### Signal wires on met3

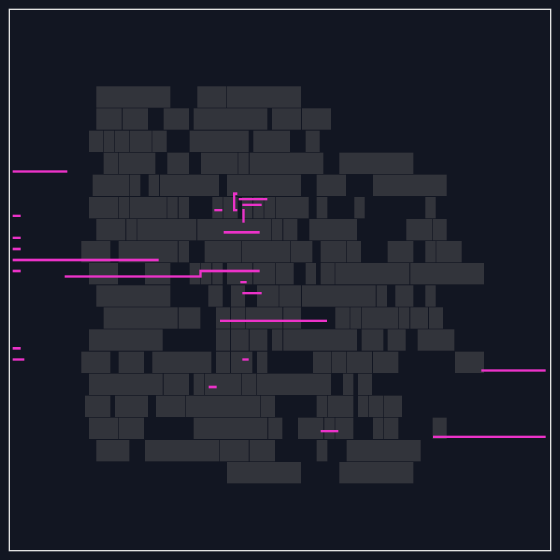
### Clock distribution

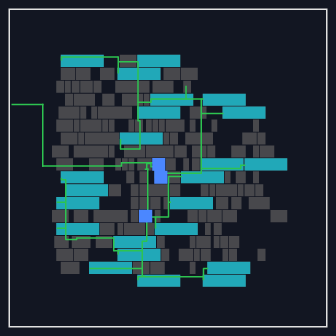
### Drive-strength map

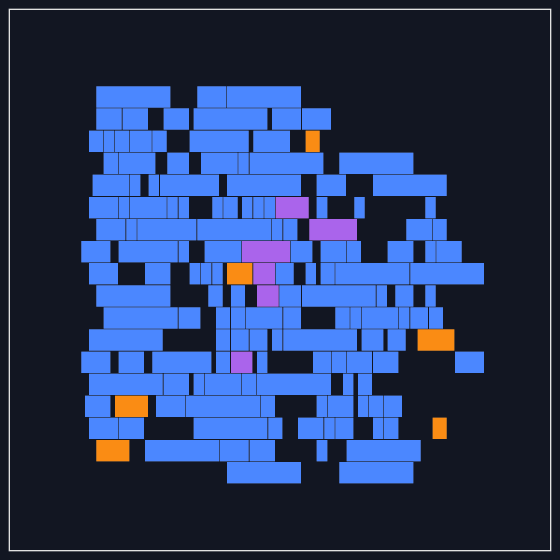
$ cat src/rtl/quadrature_encoder_tx.sv
// Quadrature encoder emulator: turns queued CW/CCW step requests into a Gray-coded A/B waveform.
// Optional QUAD_ERR_INJECT_EN adds i_inject, which forces one illegal (both-phase) excursion while idle.
module quadrature_encoder_tx #(
    parameter int DWELL_CYCLES   = 1000,
    parameter int EDGES_PER_STEP = 4,
    parameter int QUEUE_W        = 6
) (
    input  logic               CLK,
    input  logic               RST_N,
    input  logic               i_valid,
    input  logic               i_cw,
`ifdef QUAD_ERR_INJECT_EN
    input  logic               i_inject,
`endif
    output logic               o_ready,
    output logic               o_phase_a,
    output logic               o_phase_b,
    output logic               o_busy,
    output logic [QUEUE_W-1:0] o_pending
);

    localparam int TIMER_W = (DWELL_CYCLES > 1) ? $clog2(DWELL_CYCLES) : 1;
    localparam int EDGE_W  = $clog2(EDGES_PER_STEP + 1);
    localparam logic [TIMER_W-1:0] TIMER_LAST = TIMER_W'(DWELL_CYCLES - 1);
    localparam logic [EDGE_W-1:0]  EDGE_LAST  = EDGE_W'(EDGES_PER_STEP - 1);
    localparam logic [QUEUE_W-1:0] MAX_POS    = QUEUE_W'((1 << (QUEUE_W - 1)) - 1);
    localparam logic [QUEUE_W-1:0] MAX_NEG    = QUEUE_W'(0) - MAX_POS;

    typedef enum logic [1:0] {
        S_IDLE = 2'd0,
        S_RUN  = 2'd1,
        S_INJ  = 2'd2
    } state_t;

    state_t               state_q, state_d;
    logic [1:0]           phase_q, phase_d;
    logic [TIMER_W-1:0]   timer_q, timer_d;
    logic [EDGE_W-1:0]    edge_q, edge_d;
    logic                 dir_q, dir_d;
    logic [QUEUE_W-1:0]   pending_q, pending_d;
    logic                 accept, start;
    logic [QUEUE_W-1:0]   acc_delta, start_delta;

    // {A,B} Gray walk: CW 00->10->11->01, CCW is the reverse.
    function automatic logic [1:0] next_phase(input logic [1:0] ab, input logic cw);
        logic [1:0] nx;
        case (ab)
            2'b00:   nx = cw ? 2'b10 : 2'b01;
            2'b10:   nx = cw ? 2'b11 : 2'b00;
            2'b11:   nx = cw ? 2'b01 : 2'b10;
            default: nx = cw ? 2'b00 : 2'b11;
        endcase
        return nx;
    endfunction

    assign o_ready = !((i_cw && (pending_q == MAX_POS)) || (!i_cw && (pending_q == MAX_NEG)));
    assign accept  = i_valid && o_ready;

    always_comb begin
        state_d = state_q;
        phase_d = phase_q;
        timer_d = timer_q;
        edge_d  = edge_q;
        dir_d   = dir_q;
        start   = 1'b0;
        case (state_q)
            S_IDLE: begin
`ifdef QUAD_ERR_INJECT_EN
                if (i_inject && (pending_q == '0)) begin
                    phase_d = ~phase_q;
                    timer_d = '0;
                    state_d = S_INJ;
                end else
`endif
                if (pending_q != '0) begin
                    start   = 1'b1;
                    dir_d   = ~pending_q[QUEUE_W-1];
                    timer_d = '0;
                    edge_d  = '0;
                    state_d = S_RUN;
                end
            end
            S_RUN: begin
                if (timer_q == TIMER_LAST) begin
                    timer_d = '0;
                    phase_d = next_phase(phase_q, dir_q);
                    if (edge_q == EDGE_LAST) begin
                        edge_d = '0;
                        // Chain straight into the next queued step so spacing stays uniform.
                        if (pending_q != '0) begin
                            start = 1'b1;
                            dir_d = ~pending_q[QUEUE_W-1];
                        end else begin
                            state_d = S_IDLE;
                        end
                    end else begin
                        edge_d = edge_q + EDGE_W'(1);
                    end
                end else begin
                    timer_d = timer_q + TIMER_W'(1);
                end
            end
`ifdef QUAD_ERR_INJECT_EN
            S_INJ: begin
                if (timer_q == TIMER_LAST) begin
                    phase_d = ~phase_q;
                    timer_d = '0;
                    state_d = S_IDLE;
                end else begin
                    timer_d = timer_q + TIMER_W'(1);
                end
            end
`endif
            default: state_d = S_IDLE;
        endcase
    end

    always_comb begin
        acc_delta   = '0;
        start_delta = '0;
        if (accept) begin
            acc_delta = i_cw ? QUEUE_W'(1) : '1;
        end
        if (start) begin
            start_delta = pending_q[QUEUE_W-1] ? '1 : QUEUE_W'(1);
        end
        pending_d = pending_q + acc_delta - start_delta;
    end

    always_ff @(posedge CLK or negedge RST_N) begin
        if (!RST_N) begin
            state_q   <= S_IDLE;
            phase_q   <= 2'b00;
            timer_q   <= '0;
            edge_q    <= '0;
            dir_q     <= 1'b0;
            pending_q <= '0;
        end else begin
            state_q   <= state_d;
            phase_q   <= phase_d;
            timer_q   <= timer_d;
            edge_q    <= edge_d;
            dir_q     <= dir_d;
            pending_q <= pending_d;
        end
    end

    assign o_phase_a = phase_q[1];
    assign o_phase_b = phase_q[0];
    assign o_busy    = (state_q != S_IDLE) || (pending_q != '0);
    assign o_pending = pending_q;

endmodule

$ cat config.mk
export PLATFORM = sky130hd
export DESIGN_NAME = quadrature_encoder_tx
export DESIGN_NICKNAME = d
export VERILOG_FILES = /design/src/rtl/quadrature_encoder_tx.sv
export SDC_FILE = /design/constraint.sdc
export NUM_CORES = 1
export LEC_CHECK = 0
export CORE_MARGIN = 8
export CORE_UTILIZATION = 55
export DETAILED_ROUTE_END_ITERATION = 10
export PLACE_DENSITY = 0.83
export SETUP_SLACK_MARGIN = 0.02
export SLEW_MARGIN = 20
export SYNTH_ARGS = -nofsm -noshare
export SYNTH_HDL_FRONTEND = slang
export SYNTH_SLANG_ARGS = --single-unit
$ cat constraint.sdc
create_clock -name CLK -period 3.8 [get_ports CLK]
set_input_delay 0.38 -clock CLK [delete_from_list [all_inputs] [get_ports CLK]]
set_output_delay 0.38 -clock CLK [all_outputs]
set_load 0.01 [all_outputs]
==> notes.md <==
Synthesis and PnR results.

- The group with the largest share of power reads combinational logic.
- The number of clock buffers inserted by TritonCTS reads 3.
- Per the detail_route log, met2 wirelength is around 1400 um.
- Measured against the total synthesized area, the mux share comes to 0.0232.
- The maximum clock path buffer count is 2.
- The minimum hold slack is about 0.017 ns.
- The tally of OpenROAD warnings reads 26.
- The number of placed I/O pins is 14.
- The detailed route wirelength on metal3 reads about 110 um.
- According to the floorplan report, the die width is about 66 um.
- In this run the number of H-tree levels came out at 1.
- The category of the worst setup path launch point reads a flip-flop.
- The last timing report of the flow puts the setup violation total at 0.
- The height of the die reads about 66 um.
- The peak-usage layer in the global routing report reads met2.
- The floorplan utilization is 0.571.
- After clock tree synthesis, the flow added hold-fix buffers numbering 0.
- The number of flip-flops in the largest register reads 10.
- Per the GRT congestion report, total overflow comes to 0.
- After synthesis, the cell types taking the most area are sky130_fd_sc_hd__dfrtp_1 (41%), sky130_fd_sc_hd__ha_1 (8.0%), sky130_fd_sc_hd__fa_1 (7.1%).
- Per STA, the endpoint of the critical path is o_pending[5].
- Traced cell by cell, the critical path runs through or4_4 -> nor3_4 -> a21oi_1 -> nand2_1 -> inv_1 -> fa_1 -> inv_1 -> ha_1 -> a21o_1 -> a21oi_1 -> o21ai_0 -> xnor2_1.
- Routing resource usage on met2 recorded by global route was 0.261.
- The launch point of the worst register-to-register path is recorded as o_pending[3].
- Per the synthesis report, the simple-gate share of the synthesized area is 0.179.
- The first global-routing pass estimated ~4900 um of wire.
- The critical path required time reads approximately 4.0 ns.
- The initial antenna violation count came to 0.
- In the synthesized netlist the dominant register cell turns out to be sky130_fd_sc_hd__dfrtp_1.
- Clock-pin slew was measured on the worst setup and hold paths at between 0.1 and 0.15 ns.
- The count of input and output buffers is 13.
- The synthesized-area fraction occupied by adder cells reads 0.152.
- Per the cell usage report, the commonest logic cells after layout are sky130_fd_sc_hd__dfrtp_1 (23), sky130_fd_sc_hd__inv_1 (16), sky130_fd_sc_hd__nand2_1 (12), sky130_fd_sc_hd__clkdlybuf4s50_1 (12), sky130_fd_sc_hd__ha_1 (9).
- The number of remaining DRC errors is 0.
- The total power consumption of the routed design is between 0.8 and 0.9 mW.
- Of the available clock period, the critical path in the final layout requires 0.870.
- For the worst setup path, the data arrival time is about 3.5 ns.
- Summed over all combinational cells, the power is 0.421 mW.
- The count of flip-flops with a built-in enable after synthesis reads 0.
- Signal nets in the final route climb as high as met4.
- Sequential cells consume a total of ~0.34 mW.
- The share of final-layout standard cells stronger than drive strength 1 is 0.0779.
- The power per cell area reads between 500 and 600 nW/um2.
- In the synthesis report, Yosys lists the chip area as 1400 um2.
- The leading area contributor after synthesis is sky130_fd_sc_hd__dfrtp_1.
- The count of flip-flops and latches is 23.
- The final-report max-slew violation count reads 0.
- In the final routed layout, each cell accounts on average for between 15 and 20 um.
- The chip area reads ~4400 um2.
- The setup check on the worst reg-to-reg path leaves a slack of slightly below 0.5 ns.
- The number of failing hold endpoints at the final stage reads 0.
- The clock sink count is 23.
- The slowest library cell on the worst path reads sky130_fd_sc_hd__or4_4.
- The via count of the first global-routing pass was ~1.1k.
- The number of standard-cell rows in the floorplan is 18.
- The top logic cell by instance count in the layout reads sky130_fd_sc_hd__dfrtp_1.
- The area of the placeable core is about 2500 um2.
- The destination of the worst register-to-register timing path reads o_pending[5].
- After legalization and detailed placement, the total HPWL measured 2270 um.
- After its last routability iteration, the placer logged a weighted congestion of approximately 0.86.
- The global-route usage over all layers reads 0.142.
- The filler cell count reads around 210.
- The net switching share of the total power is 0.381.
- A synthesized cell averages 10.1 um2.
- Once synthesis finished, the tally of register bits stood at 23.
- The flow ran to the end, and the final reports show no timing, DRC or antenna violations.
- The power report puts the net switching power at about 0.33 mW.
- The minimum clock period is ~3.3 ns.
- The cell-internal power is between 0.5 and 0.6 mW.
- The run reported a max-capacitance violation count of 0.
- In this run, post-CTS repair resized a total of 0 instances.
- For this run, the detailed router's first-pass iteration total came to 4.
-- 'Signal wires on met3' (at the start) --
The longest straight run is 17.7 um. The wires run mostly horizontal. The layer carries 106 um of wire. 19 nets have wire on it. The layer holds 3.8% of the routed length.
overall via count from detail_route: 1055
met3 routing resource usage after global routing: 0.0252
total wirelength of the detailed-routed design: 2790 um

-- 'Clock distribution' (at the start) --
Cyan shows flip-flops, count 23. Green shows clock wires, length 261 um. Blue shows cells driving clock nets, count 3.
There are 4 routed clock nets.
clk pwr: 0.114 mW
fraction of power consumed by the clock network: 0.131
clock insertion delay at the later pin of the skew report: 0.31 ns
Worst Skew: 0.00164 ns

-- 'Drive-strength map' (at the start) --
Orange shows drive 2, cells 6. Purple shows drive 3 to 4, cells 6. Blue shows drive 1 or less, cells 142.
area of all placed cells without fillers: 1580 um2
Layout Area Growth over Synthesis: 13.0%
count of plain and timing-repair buffers in the layout: 13
Worst Slack Setup Final: 0.494 ns

Power is estimated from default activity; no workload was simulated.
